--- config.mk ---
export PLATFORM = sky130hd
export DESIGN_NAME = cfg_write_arbiter
export DESIGN_NICKNAME = d
export VERILOG_FILES = /design/src/rtl/cfg_write_arbiter.sv
export SDC_FILE = /design/constraint.sdc
export NUM_CORES = 1
export LEC_CHECK = 0
export ABC_AREA = 1
export CAP_MARGIN = 40
export CORE_AREA = 2 2 94 96
export DETAILED_ROUTE_END_ITERATION = 16
export DIE_AREA = 0 0 96 98
export PLACE_DENSITY = 0.66
export SLEW_MARGIN = 20
export SYNTH_ARGS = -nofsm -noshare
export SYNTH_HDL_FRONTEND = slang
export SYNTH_SLANG_ARGS = --single-unit
--- constraint.sdc ---
create_clock -name clk -period 5.4 [get_ports clk]
set_input_delay 1.08 -clock clk [delete_from_list [all_inputs] [get_ports clk]]
set_output_delay 1.08 -clock clk [all_outputs]
set_load 0.05 [all_outputs]
--- src/rtl/cfg_write_arbiter.sv ---
// Two-requester write arbiter for the PWM configuration register bank, with a
// bounded exclusive lock for requester B and a one-stage range-checked commit.
module cfg_write_arbiter #(
  parameter logic [6:0] MAX_ADDRESS = 7'h04,
  parameter int         MAX_LOCK    = 4
) (
  input  logic       clk,
  input  logic       rst,
  input  logic       a_valid,
  input  logic [6:0] a_addr,
  input  logic [7:0] a_data,
  output logic       a_ready,
  input  logic       b_valid,
  input  logic [6:0] b_addr,
  input  logic [7:0] b_data,
  input  logic       b_lock,
  output logic       b_ready,
  output logic [7:0] en_reg_out_7_0,
  output logic [7:0] en_reg_out_15_8,
  output logic [7:0] en_reg_pwm_7_0,
  output logic [7:0] en_reg_pwm_15_8,
  output logic [7:0] pwm_duty_cycle,
  output logic       lock_active,
  output logic       wr_err,
  output logic [7:0] wr_count
);

  localparam logic [3:0] LOCK_LAST = 4'(MAX_LOCK);

  typedef enum logic {
    RR_A = 1'b0,
    RR_B = 1'b1
  } rr_t;

  rr_t        rr, rr_nxt;
  logic [3:0] lock_cnt, lock_cnt_nxt;
  logic       a_win, b_win;
  logic       stg_valid;
  logic [6:0] stg_addr;
  logic [7:0] stg_data;
  logic       stg_in_range;

  assign lock_active = (lock_cnt != 4'd0);

  // Handshake: a beat transfers when valid && ready on a rising edge. Ready is
  // a combinational function of both valids, rr and the registered lock, so a
  // requester must never make its valid depend on its ready.
  always_comb begin
    a_win = a_valid && !lock_active && (!b_valid || rr == RR_A);
    b_win = b_valid && (lock_active || !a_valid || rr == RR_B);
  end

  assign a_ready = a_win;
  assign b_ready = b_win;

  always_comb begin
    rr_nxt       = rr;
    lock_cnt_nxt = lock_cnt;
    if (a_win) begin
      rr_nxt = RR_B;
    end else if (b_win) begin
      rr_nxt = RR_A;
    end
    // Release wins over any rr update; a B beat in the last lock cycle still lands.
    if (lock_active) begin
      if (!b_lock || lock_cnt == LOCK_LAST) begin
        lock_cnt_nxt = 4'd0;
        rr_nxt       = RR_A;
      end else begin
        lock_cnt_nxt = lock_cnt + 4'd1;
      end
    end else if (b_win && b_lock) begin
      lock_cnt_nxt = 4'd1;
    end
  end

  always_ff @(posedge clk or posedge rst) begin
    if (rst) begin
      rr       <= RR_A;
      lock_cnt <= 4'd0;
    end else begin
      rr       <= rr_nxt;
      lock_cnt <= lock_cnt_nxt;
    end
  end

  always_ff @(posedge clk or posedge rst) begin
    if (rst) begin
      stg_valid <= 1'b0;
      stg_addr  <= 7'h00;
      stg_data  <= 8'h00;
    end else begin
      stg_valid <= a_win || b_win;
      stg_addr  <= a_win ? a_addr : b_addr;
      stg_data  <= a_win ? a_data : b_data;
    end
  end

  assign stg_in_range = (stg_addr <= MAX_ADDRESS);

  always_ff @(posedge clk or posedge rst) begin
    if (rst) begin
      en_reg_out_7_0  <= 8'h00;
      en_reg_out_15_8 <= 8'h00;
      en_reg_pwm_7_0  <= 8'h00;
      en_reg_pwm_15_8 <= 8'h00;
      pwm_duty_cycle  <= 8'h00;
      wr_err          <= 1'b0;
      wr_count        <= 8'h00;
    end else begin
      wr_err <= stg_valid && !stg_in_range;
      if (stg_valid && stg_in_range) begin
        wr_count <= wr_count + 8'd1;
        case (stg_addr)
          7'h00:   en_reg_out_7_0  <= stg_data;
          7'h01:   en_reg_out_15_8 <= stg_data;
          7'h02:   en_reg_pwm_7_0  <= stg_data;
          7'h03:   en_reg_pwm_15_8 <= stg_data;
          7'h04:   pwm_duty_cycle  <= stg_data;
          default: ;
        endcase
      end
    end
  end

endmodule

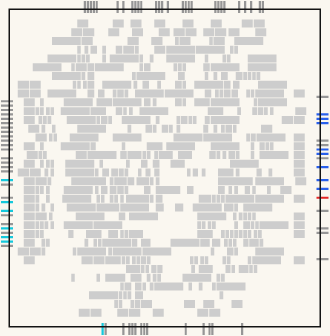
(run_1/pinout.png)
Pins as bars across the die edge, other pins in gray.
- `wr_err`: red (pins 1; direction output; edge east)
- `b_addr`: cyan (pins 7; direction input; edge 6 west, 1 south)
- `en_reg_out_7_0`: blue (pins 8; direction output; edge east)
- all pins by edge: 28 west, 28 north, 17 east, 14 south

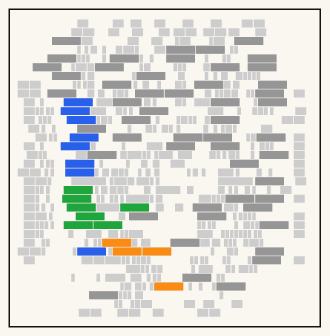
(run_1/ff_map.png)
Other sequential cells in the stronger gray, the rest of the logic in the fainter gray.
- `stg_data`: blue (flops 8; where west)
- `stg_addr`: green (flops 7)
- `lock_cnt`: orange (flops 4; where south)
- not colored: 51

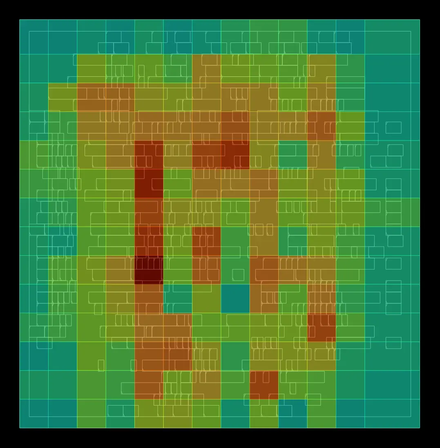
(run_1/congestion_map.png)
utilization after layout: 52.2%
detailed-route wire length per cell: 12.8 µm

==> flow_summary.rst, run 1 <==
Implementation results
======================

.. list-table::
   :header-rows: 1

   * - Metric
     - Value
   * - Commonest Layout Cell
     - nand2_1
   * - Non-Clock Buffer Area Fraction
     - 19.8%
   * - Vias in the first global route
     - 2630
   * - Setup tns final
     - 0 ns
   * - Synth flops
     - 70
   * - Seq area share
     - 39.6%
   * - Count of input and output buffers
     - 86
   * - Power attributed to the clock group
     - 450 µW
   * - Nonclk inv count
     - 32
   * - Setup crit start
     - a_valid
   * - Sequential element share of the synthesized area
     - 53.5%
   * - Fmax
     - 251 MHz
   * - Total length of routed met3 wires
     - 425 µm
   * - Library cell occupying the most area in the post-synthesis netlist
     - dfrtp_1
   * - Total inserted antenna cells
     - 0
   * - Most Crowded Layer GR
     - met2
   * - Multi-input gate area
     - 0.00133 mm²
   * - Cell repeated most along the worst path
     - clkdlybuf4s50_1
   * - Critical-path maximum fanout
     - 16
   * - Die Footprint
     - 0.00941 mm²
   * - CP endpoint kind
     - output port
   * - Area-dominant class
     - sequential cells
   * - Combinational group share of total power
     - 39.7%
   * - Grt total ovfl
     - 0
   * - Final-layout clock buffer total
     - 9
   * - Met2 Routed Length
     - 3.65 mm
   * - CTS tree
     - done
   * - R2R setup slack
     - 3.76 ns
   * - Mean instance size in the synthesized netlist
     - 8.59 µm²
   * - Post-synthesis share of cell area spent on xor and xnor gates
     - 1.07%
   * - Max-slew violation count
     - 0
   * - Delay of the slowest cell on the worst path
     - 0.84 ns
   * - Count of cell types in the netlist
     - 29
   * - Summed area of non-filler cells in the final layout
     - 0.00442 mm²
   * - Wire length of the first global-routing pass
     - 12.5 mm
   * - Count of placed standard cells in the final layout, fillers left out
     - 582
   * - Post-layout net count
     - 508
   * - Number of design-rule violations left by the first detailed-router iteration
     - 75
   * - Dominant cell by count in the synthesized netlist
     - nand2_1
   * - Capture instance of the worst register-to-register path
     - wr_count[0]$_DFFE_PP0P_
   * - Relative area change from synthesis to final layout
     - 35.1%
   * - Max Cap Viol
     - 0
   * - Buffers inserted during post-CTS setup optimization
     - 0
   * - Mapped Nets
     - 419
   * - Yosys synthesis chip area
     - 0.00327 mm²
   * - Placed Instance Area
     - 0.00421 mm²
   * - Worst-case setup margin in the final layout
     - 1.42 ns
   * - Pre-CTS setup slack
     - 1.40 ns
   * - Global Route met1 Usage
     - 22.8%
   * - Startpoint types
     - input pin
   * - EDFF count, synth
     - 0
   * - Hold WC Path Type
     - flip-flop to flip-flop
   * - Tap cells
     - 108
   * - CP delay by family, top
     - buffers and inverters
   * - Status
     - complete, no violations
   * - Final setup violation count
     - 0
   * - Number of top-level pins
     - 87
   * - Instance tally after logic synthesis
     - 381
   * - CTS resizes
     - 0
   * - Sink count of the clock tree
     - 70
   * - Worst R2R Path Depth
     - 8
   * - Instance count after placement with tap cells included
     - 567
   * - Proportion of layout cells with a drive suffix above 1
     - 9.92%
   * - Global placement routability congestion
     - 0.796
   * - Number of rows created at floorplan
     - 34
   * - Met1 WL
     - 3.25 mm
   * - Data required time at the worst endpoint
     - 4.32 ns
   * - Synth Area in Compound Gates
     - 1.95%
   * - Sequential cells
     - 70
   * - Top cells by area in the synthesized netlist
     - dfrtp_1 (54%), nand2_1 (20%), nand4_1 (6.9%)
   * - Leakage component of the power
     - 0.00227 µW
   * - Clock Tree Buf Depth
     - 2
   * - Post-synthesis instance area
     - 0.00327 mm²
   * - Overall die height
     - 98 µm
==> run_1/layers.png <==
Two of the layers only.
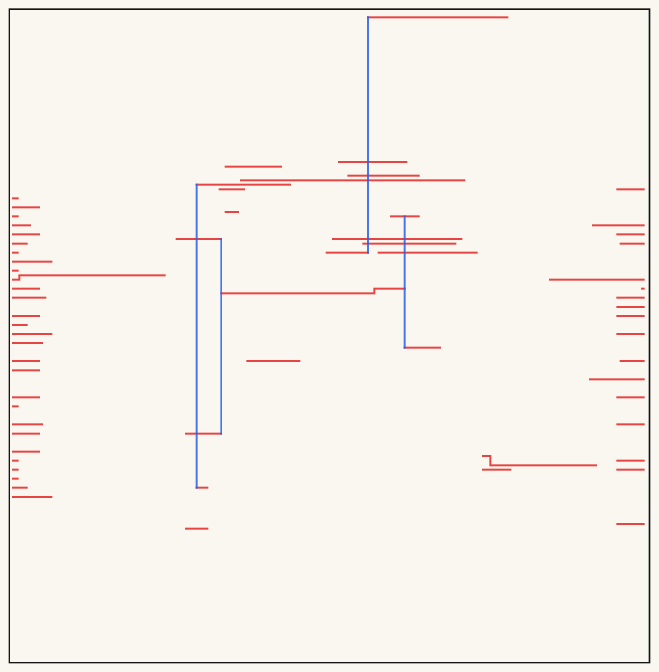

--- run 2 (diff from run 1) ---
--- a/config.mk
+++ b/config.mk
@@ -10,7 +10,7 @@
 export CORE_AREA = 2 2 94 96
 export DETAILED_ROUTE_END_ITERATION = 16
 export DIE_AREA = 0 0 96 98
-export PLACE_DENSITY = 0.66
+export PLACE_DENSITY = 0.68
 export SLEW_MARGIN = 20
 export SYNTH_ARGS = -nofsm -noshare
 export SYNTH_HDL_FRONTEND = slang
==> constraint.sdc (replaced) <==
create_clock -name clk -period 3.48 [get_ports clk]
set_input_delay 0.696 -clock clk [delete_from_list [all_inputs] [get_ports clk]]
set_output_delay 0.696 -clock clk [all_outputs]
set_load 0.05 [all_outputs]
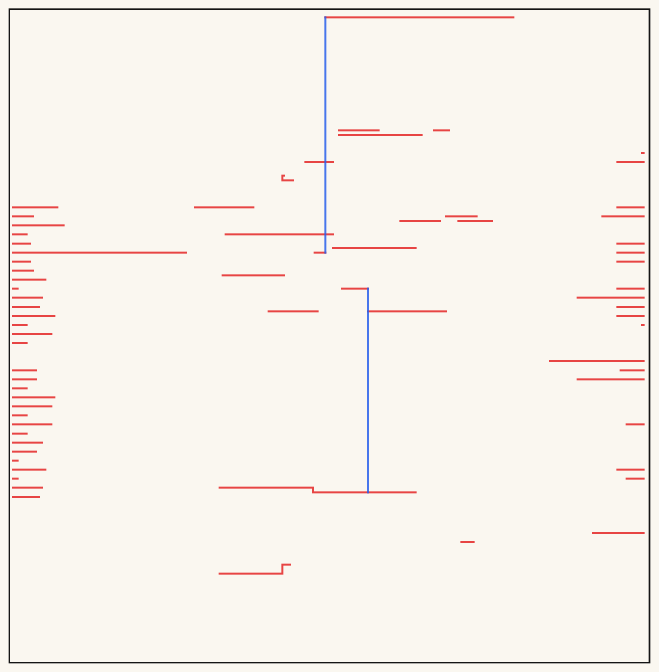
(run_2/layers.png)
Two of the layers only.
- M4: blue (wire length 66.0 µm)
- M3: red (wire length 414 µm)

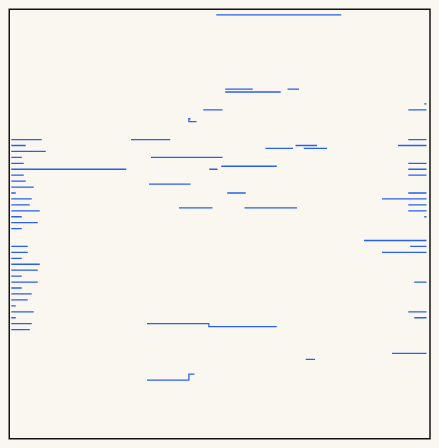
(run_2/m3.png)
- longest straight run: 28.3 µm
- main direction: horizontal
- nets with wire on the layer: 63
- wire length on this layer: 414 µm

==> run 2 against run 1 <==
- non-clock buffer count grew 1
- total power is 50% higher
- clock power grew 32%
- largest power group unchanged
- combinational power grew 53%
- critical endpoint is now b_ready
- sequential power is 57% higher
- sequential share of layout area grew 0.19 points
- count of clock-buffer cells in the layout rose by 2
- critical path depth unchanged
- core utilization shrank 0.25 points
- setup slack lost 0.87 ns
==> flow_summary.rst, run 2 <==
Implementation results
======================

.. list-table::
   :header-rows: 1

   * - Metric
     - Value
   * - Status
     - complete, no violations
   * - Number of rows created at floorplan
     - 34 (unchanged)
   * - Synth Area in Compound Gates
     - 1.95% (unchanged)
   * - Seq area share
     - 39.8% (+0.19 points)
   * - Count of placed standard cells in the final layout, fillers left out
     - 584 (+0.34%)
   * - Cell repeated most along the worst path
     - clkdlybuf4s50_1
   * - Sink count of the clock tree
     - 70 (unchanged)
   * - Tap cells
     - 108 (unchanged)
   * - Post-synthesis share of cell area spent on xor and xnor gates
     - 1.07% (unchanged)
   * - Final-layout clock buffer total
     - 11 (+2)
   * - Total length of routed met3 wires
     - 414 µm (-2.6%)
   * - Mean instance size in the synthesized netlist
     - 8.59 µm² (unchanged)
   * - Fmax
     - 341 MHz
   * - Relative area change from synthesis to final layout
     - 34.5%
   * - Global placement routability congestion
     - 0.834 (+4.8%)
   * - Count of input and output buffers
     - 86 (unchanged)
   * - Capture instance of the worst register-to-register path
     - wr_count[7]$_DFFE_PP0P_
   * - Number of design-rule violations left by the first detailed-router iteration
     - 174 (+130%)
   * - Max-slew violation count
     - 0 (unchanged)
   * - Multi-input gate area
     - 0.00133 mm² (unchanged)
   * - Worst R2R Path Depth
     - 8 (unchanged)
   * - Die Footprint
     - 0.00941 mm² (unchanged)
   * - Summed area of non-filler cells in the final layout
     - 0.00440 mm² (-0.48%)
   * - Met1 WL
     - 3.37 mm (+3.8%)
   * - R2R setup slack
     - 1.83 ns (-1.93 ns)
   * - CTS tree
     - done
   * - Final setup violation count
     - 0 (unchanged)
   * - Worst-case setup margin in the final layout
     - 0.551 ns (-0.866 ns)
   * - Wire length of the first global-routing pass
     - 12.5 mm (+0.11%)
   * - Instance count after placement with tap cells included
     - 568 (+0.18%)
   * - Global Route met1 Usage
     - 22.7% (-0.073 points)
   * - Vias in the first global route
     - 2627 (-0.11%)
   * - Startpoint types
     - input pin
   * - Number of top-level pins
     - 87 (unchanged)
   * - Setup tns final
     - 0 ns (unchanged)
   * - Total inserted antenna cells
     - 0 (unchanged)
   * - Placed Instance Area
     - 0.00422 mm² (+0.12%)
   * - Power attributed to the clock group
     - 595 µW (+32%)
   * - Instance tally after logic synthesis
     - 381 (unchanged)
   * - Overall die height
     - 98 µm (unchanged)
   * - Nonclk inv count
     - 32 (unchanged)
   * - Utilization after layout
     - 52.0% (-0.25 points)
   * - Commonest Layout Cell
     - nand2_1
   * - Setup crit start
     - b_valid
   * - Hold WC Path Type
     - flip-flop to flip-flop
   * - Sequential cells
     - 70 (unchanged)
   * - Critical-path maximum fanout
     - 3 (-13)
   * - Count of cell types in the netlist
     - 29 (unchanged)
   * - Post-synthesis instance area
     - 0.00327 mm² (unchanged)
   * - Top cells by area in the synthesized netlist
     - dfrtp_1 (54%), nand2_1 (20%), nand4_1 (6.9%)
   * - Library cell occupying the most area in the post-synthesis netlist
     - dfrtp_1
   * - Post-layout net count
     - 509 (+0.20%)
   * - Combinational group share of total power
     - 40.6% (+0.9 points)
   * - Proportion of layout cells with a drive suffix above 1
     - 10.5% (+0.59 points)
   * - Yosys synthesis chip area
     - 0.00327 mm² (unchanged)
   * - Detailed-route wire length per cell
     - 12.7 µm (-0.52%)
   * - CP endpoint kind
     - output port
   * - Met2 Routed Length
     - 3.59 mm (-1.7%)
   * - Leakage component of the power
     - 0.00226 µW (-0.50%)
   * - Mapped Nets
     - 419 (unchanged)
   * - Non-Clock Buffer Area Fraction
     - 20.0% (+0.21 points)
Power is estimated from default activity; no workload was simulated.
